--- src/rtl/opb_regbank_pkg.sv ---
// Shared types and helpers for the OPB register bank: bus FSM states,
// the OPB data width and the byte-lane (BE[0:3] -> bits 31:0) expansion.
package opb_regbank_pkg;

    localparam int OPB_DW = 32;

    typedef enum logic [1:0] {
        ST_IDLE    = 2'd0,
        ST_ACK     = 2'd1,
        ST_RECOVER = 2'd2
    } opb_state_e;

    // OPB numbers bytes big-endian: BE[0] covers DBus[0:7], i.e. bits 31:24.
    function automatic logic [OPB_DW-1:0] be_to_mask(input logic [0:3] be);
        logic [OPB_DW-1:0] mask;
        mask = '0;
        for (int b = 0; b < 4; b++) begin
            if (be[b]) begin
                mask[OPB_DW-1-8*b -: 8] = 8'hFF;
            end
        end
        return mask;
    endfunction

    function automatic logic [OPB_DW-1:0] be_merge(input logic [OPB_DW-1:0] old_val,
                                                   input logic [OPB_DW-1:0] new_val,
                                                   input logic [OPB_DW-1:0] mask);
        return (old_val & ~mask) | (new_val & mask);
    endfunction

endpackage

--- src/rtl/opb_regbank_cell.sv ---
// One control register: byte-enable merge, optional self-clearing pulse mode
// and a one-cycle update strobe. OPB_REG_SHADOW_COMMIT_EN adds a shadow stage.
module opb_regbank_cell
    import opb_regbank_pkg::*;
#(
    parameter bit              PULSE     = 1'b0,
    parameter logic [OPB_DW-1:0] RESET_VAL = '0
) (
    input  logic              clk,
    input  logic              rst,
    input  logic              wr_en,
    input  logic [OPB_DW-1:0] be_mask,
    input  logic [OPB_DW-1:0] wr_data,
`ifdef OPB_REG_SHADOW_COMMIT_EN
    input  logic              commit,
`endif
    output logic [OPB_DW-1:0] data_out,
    output logic [OPB_DW-1:0] rd_value,
    output logic              update
);

    localparam logic [OPB_DW-1:0] INIT_VAL = PULSE ? '0 : RESET_VAL;

    logic              wr_any;
    logic [OPB_DW-1:0] value_p1;
    logic              upd_p1;

    assign wr_any = wr_en && (be_mask != '0);

`ifdef OPB_REG_SHADOW_COMMIT_EN
    logic [OPB_DW-1:0] shadow_p1;
    logic              dirty_p1;

    // Writes only touch the shadow; commit moves it to the output and
    // reports whether this register was written since the last commit.
    always_ff @(posedge clk) begin
        if (rst) begin
            shadow_p1 <= INIT_VAL;
            value_p1  <= INIT_VAL;
            dirty_p1  <= 1'b0;
            upd_p1    <= 1'b0;
        end else begin
            upd_p1 <= commit && dirty_p1;
            if (wr_any) begin
                shadow_p1 <= be_merge(PULSE ? '0 : shadow_p1, wr_data, be_mask);
                dirty_p1  <= 1'b1;
            end
            if (commit) begin
                value_p1 <= shadow_p1;
                dirty_p1 <= 1'b0;
                if (PULSE) begin
                    shadow_p1 <= '0;
                end
            end else if (PULSE) begin
                value_p1 <= '0;
            end
        end
    end

    assign rd_value = PULSE ? '0 : shadow_p1;
`else
    // Pulse registers hold the written bytes for one cycle, unwritten bytes 0.
    always_ff @(posedge clk) begin
        if (rst) begin
            value_p1 <= INIT_VAL;
            upd_p1   <= 1'b0;
        end else begin
            upd_p1 <= wr_any;
            if (wr_any) begin
                value_p1 <= be_merge(PULSE ? '0 : value_p1, wr_data, be_mask);
            end else if (PULSE) begin
                value_p1 <= '0;
            end
        end
    end

    assign rd_value = PULSE ? '0 : value_p1;
`endif

    assign data_out = value_p1;
    assign update   = upd_p1;

endmodule

--- src/rtl/opb_register_bank_ppc2simulink.sv ---
// OPB slave exposing C_NUM_REGS PPC-writable control registers to user logic.
// Optional build macro: OPB_REG_SHADOW_COMMIT_EN (shadowed writes + commit word).
module opb_register_bank_ppc2simulink
    import opb_regbank_pkg::*;
#(
    parameter logic [31:0] C_BASEADDR   = 32'h010B2400,
    parameter logic [31:0] C_HIGHADDR   = 32'h010B24FF,
    parameter int          C_OPB_AWIDTH = 32,
    parameter int          C_OPB_DWIDTH = 32,
    parameter int          C_NUM_REGS   = 4,
    parameter logic [15:0] C_PULSE_MASK = 16'h0,
    parameter logic [31:0] C_RESET_VAL  = 32'h0
) (
    input  logic                       OPB_Clk,
    input  logic                       OPB_Rst,
    input  logic [0:C_OPB_AWIDTH-1]    OPB_ABus,
    input  logic [0:3]                 OPB_BE,
    input  logic [0:C_OPB_DWIDTH-1]    OPB_DBus,
    input  logic                       OPB_RNW,
    input  logic                       OPB_select,
    input  logic                       OPB_seqAddr,
    output logic [0:C_OPB_DWIDTH-1]    Sl_DBus,
    output logic                       Sl_xferAck,
    output logic                       Sl_errAck,
    output logic                       Sl_retry,
    output logic                       Sl_toutSup,
    output logic [C_NUM_REGS*32-1:0]   user_data_out,
    output logic [C_NUM_REGS-1:0]      user_update
);

    opb_state_e                state;
    logic                      hit;
    logic                      wr_fire;
    logic [C_OPB_AWIDTH-1:0]   offset;
    logic [C_OPB_AWIDTH-1:0]   word_idx;
    logic [OPB_DW-1:0]         lane_mask;
    logic [OPB_DW-1:0]         wr_data;
    logic [OPB_DW-1:0]         rd_data;
    logic [OPB_DW-1:0]         cell_out [C_NUM_REGS];
    logic [OPB_DW-1:0]         cell_rd  [C_NUM_REGS];
    logic                      unused_seq;

    assign unused_seq = OPB_seqAddr;
    assign Sl_errAck  = 1'b0;
    assign Sl_retry   = 1'b0;
    assign Sl_toutSup = 1'b0;

    // Address decode; the two byte-offset bits drop out of the word index.
    assign hit       = OPB_select && (OPB_ABus >= C_BASEADDR) && (OPB_ABus <= C_HIGHADDR);
    assign offset    = OPB_ABus - C_BASEADDR;
    assign word_idx  = offset >> 2;
    assign wr_fire   = (state == ST_IDLE) && hit && !OPB_RNW;
    assign lane_mask = be_to_mask(OPB_BE);
    assign wr_data   = OPB_DBus;

    always_comb begin
        rd_data = '0;
        for (int i = 0; i < C_NUM_REGS; i++) begin
            if (word_idx == C_OPB_AWIDTH'(i)) begin
                rd_data = cell_rd[i];
            end
        end
    end

`ifdef OPB_REG_SHADOW_COMMIT_EN
    logic commit_fire;
    assign commit_fire = wr_fire && (word_idx == C_OPB_AWIDTH'(C_NUM_REGS));
`endif

    for (genvar i = 0; i < C_NUM_REGS; i++) begin : g_reg
        logic wr_sel;
        assign wr_sel = wr_fire && (word_idx == C_OPB_AWIDTH'(i));

        opb_regbank_cell #(
            .PULSE     (C_PULSE_MASK[i]),
            .RESET_VAL (C_RESET_VAL)
        ) u_cell (
            .clk      (OPB_Clk),
            .rst      (OPB_Rst),
            .wr_en    (wr_sel),
            .be_mask  (lane_mask),
            .wr_data  (wr_data),
`ifdef OPB_REG_SHADOW_COMMIT_EN
            .commit   (commit_fire),
`endif
            .data_out (cell_out[i]),
            .rd_value (cell_rd[i]),
            .update   (user_update[i])
        );

        assign user_data_out[32*i +: 32] = cell_out[i];
    end

    // Ack and read data are registered on the IDLE->ACK edge, the same edge
    // that commits a write; RECOVER blocks a second ack while select is held.
    always_ff @(posedge OPB_Clk) begin
        if (OPB_Rst) begin
            state      <= ST_IDLE;
            Sl_xferAck <= 1'b0;
            Sl_DBus    <= '0;
        end else begin
            case (state)
                ST_IDLE: begin
                    if (hit) begin
                        state      <= ST_ACK;
                        Sl_xferAck <= 1'b1;
                        Sl_DBus    <= OPB_RNW ? rd_data : '0;
                    end else begin
                        Sl_xferAck <= 1'b0;
                        Sl_DBus    <= '0;
                    end
                end
                ST_ACK: begin
                    state      <= ST_RECOVER;
                    Sl_xferAck <= 1'b0;
                    Sl_DBus    <= '0;
                end
                ST_RECOVER: begin
                    state      <= ST_IDLE;
                    Sl_xferAck <= 1'b0;
                    Sl_DBus    <= '0;
                end
                default: begin
                    state      <= ST_IDLE;
                    Sl_xferAck <= 1'b0;
                    Sl_DBus    <= '0;
                end
            endcase
        end
    end

endmodule

--- config.mk ---
export PLATFORM = sky130hd
export DESIGN_NAME = opb_register_bank_ppc2simulink
export DESIGN_NICKNAME = d
export VERILOG_FILES = /design/src/rtl/opb_regbank_pkg.sv /design/src/rtl/opb_regbank_cell.sv /design/src/rtl/opb_register_bank_ppc2simulink.sv
export SDC_FILE = /design/constraint.sdc
export NUM_CORES = 1
export LEC_CHECK = 0
export ABC_AREA = 1
export CAP_MARGIN = 10
export CORE_MARGIN = 4
export CORE_UTILIZATION = 49
export CTS_CLUSTER_DIAMETER = 150
export CTS_CLUSTER_SIZE = 20
export DETAILED_ROUTE_END_ITERATION = 6
export GPL_TIMING_DRIVEN = 0
export PLACE_DENSITY = 0.92
export SLEW_MARGIN = 15
export SYNTH_ARGS = -nofsm -noshare
export SYNTH_HDL_FRONTEND = slang
export SYNTH_SLANG_ARGS = --single-unit
--- constraint.sdc ---
create_clock -name OPB_Clk -period 3.2 [get_ports OPB_Clk]
set_input_delay 0.64 -clock OPB_Clk [delete_from_list [all_inputs] [get_ports OPB_Clk]]
set_output_delay 0.64 -clock OPB_Clk [all_outputs]
set_load 0.02 [all_outputs]
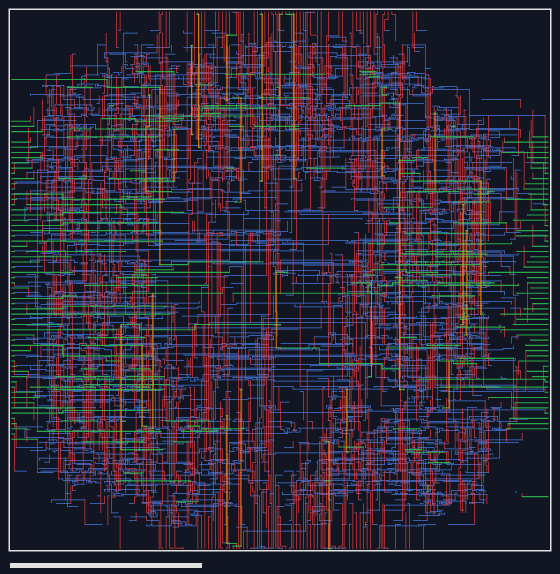
*Wiring by layer*
Scale bar: 50 um.
| colour | layer | wire length |
|---|---|---|
| blue | met1 | 11400 um |
| green | met3 | 2510 um |
| orange | met4 | 775 um |
| red | met2 | 14100 um |
vias after detailed routing: 9359
gr usage total: 28.1%
DRT Wirelength: 28.8 mm
wire length per cell after detailed routing: 15.1 um

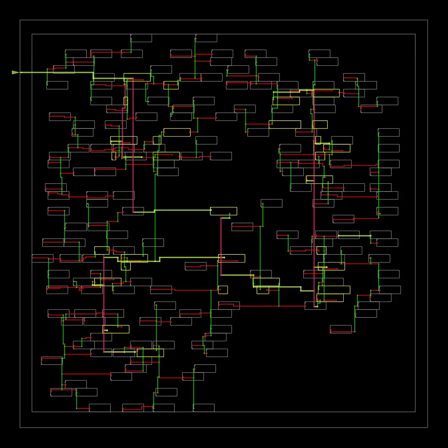
*The clock network*
final-layout clock buffer total: 22
total number of clock tree sinks: 167

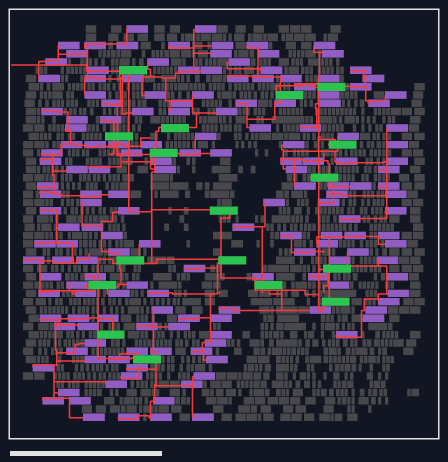
*Clock wires, drivers and flops*
Scale bar: 50 um.
[green] cells driving clock nets | count: 17
[red] clock wires | length: 2080 um
[purple] flip-flops | count: 167
routed clock nets: 18
clock group power: 2.10 mW
Clock power frac: 47.3%
worst clock skew on the final layout: 0.00906 ns
Worst-Skew Late Latency: 0.44 ns

==> results.cfg <==
; generated from flow reports
[floorplan]
die.size.y_um = 141
die_x_um = 141
chipArea_um2 = 19800
tapCellCount = 225

[place]
port_buffers = 235
preCtsSetupSlack_ns = -0.558
post-place-cells = 1867
post-dp-hpwl_mm = 20.8
routabilityCongestion = 0.907

[synthesis]
yosys.cell_types.count = 31
yosysWarningCount = 0
seq_area_frac_synth_pct = 38.6
edff_count_synth = 0
yosysChipArea_um2 = 8650
synth_top_cell_by_count = nand2_1
synthesis.area_um2 = 8650
top_area_cell = dfxtp_1
yosys-top-cells-count = nand2_1 (510), nor2_1 (359), inv_1 (193), dfxtp_1 (167), o21ai_0 (31)
synth.area.top_cells = dfxtp_1 (39%), nand2_1 (22%), nor2_1 (16%)

[global_routing]
met1_usage_pct = 33.1
globalRouteOverflowTotal = 0
grt.busiest_layer = met2
largest_net_degree_at_the_start_of_global_routing = 17
grt_use_met2_pct = 49.2
grt_first_pass_wirelength_mm = 45.1

[final_timing]
timing.slew.headroom_pct = 52.1
fin_crit_sh_pct = 93.7
finalSetupViolations = 0
rsz_0062_raised_after_global_routing = true
worst_slew_pin_slew_ns = 0.718
maxClockFrequency_ghz = 0.334
finalWorstSetupSlack_ns = 0.203
tns_ns = 0
final_period_minus_worst_setup_slack_ns = 3.00
hold_viol = 0
hold_ws_ns = 0.414

[min_path]
hold_path.class = reg -> reg

[routing]
met1_length_mm = 11.4
met2RoutedLength_mm = 14.1
via_per_inst = 4.90
route.antenna.remaining_nets = 0
met3_length_mm = 2.51
maxUsedRoutingLayer = met4

[final_layout]
drive_above_1_share_pct = 7.48
insertedDiodeCount = 0
multi_input_comb_area_um2 = 4210
dominant-cell-class = multi-input combinational cells
syn2layout_area_growth_pct = 39.2
filler_cell_count = 1395
comb-cell-share_pct = 35.0
clock_area_share_pct = 4.93
numSequentialCells = 167

[cts]
number_of_buffers_created_by_cts = 17
cts_repair_resize_count = 1
clock_tree.root_cell = clkbuf_16
cts.repair_timing.setup_buffer_count = 2
cts_hold_repair.buffers = 0

[critical_path]
cp_slowest_cell = clkdlybuf4s50_1
r2r_start = state[1]
worst_path_dominant_cell_family = simple AND/OR/NAND/NOR gates
timing.critical_path.from_type = primary input
path_buffers = 4
cp.required_ns = 3.57
worst_setup_path_startpoint = OPB_ABus[6]
critPathKind = in -> reg
timing.critical_path.cells = clkdlybuf4s50_1 > nor2_1 > nand2_1 > nor2_1 > nand4_1 > o31ai_1 > nand4_1 > buf_4 > nor3_1 > buf_4 > nand3_4 > buf_6 > nand2_1 > nand2_1 > nor2_1
ff2ff_setup_slack_ns = 0.81
critical_path_cell_count = 15

[power_and_ir_drop]
power.combinational.fraction_pct = 5.7
finalPower_mw = 4.43
seq_cell_power_mw = 2.08
power_density_nw_per_um2 = 368
power.leakage_nw = 6.19
pwr.group.combinational_mw = 0.255
total_switching_power_mw = 1.03

[outcome]
status = completed
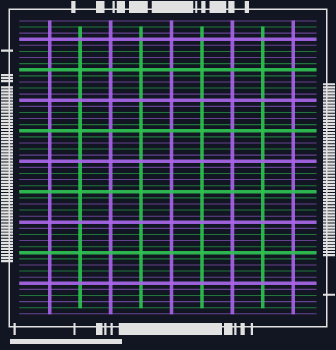
*Supply network*
Scale bar: 50 um. Pins as bars on the die edge.
| colour | net |
|---|---|
| green | VDD |
| purple | VSS |
rows: 48
met5 straps: 9
signal pins: 241
met1 rails: 49
met4 straps: 9

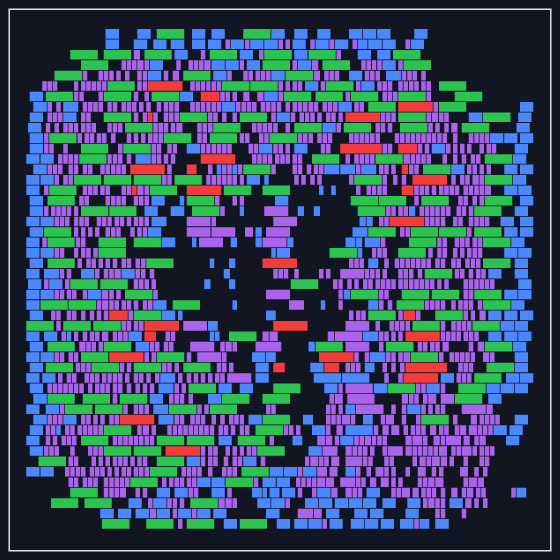
*Cell classes on the final placement*
| colour | class | cells | share of their area |
|---|---|---|---|
| blue | other buffers and delay cells | 306 | 24% |
| green | flip-flops | 167 | 28% |
| purple | all other logic | 1180 | 42% |
| red | clock drivers and dummy loads | 31 | 5.0% |
standard-cell rows: 48
placeable core region: 17300 um2
Final Core Density: 69.6%
summed area of non-filler cells in the final layout: 12000 um2
share of cell area taken by flip-flops and latches: 27.8%

Power figures rest on the tool's default switching activity, not on a simulated workload.
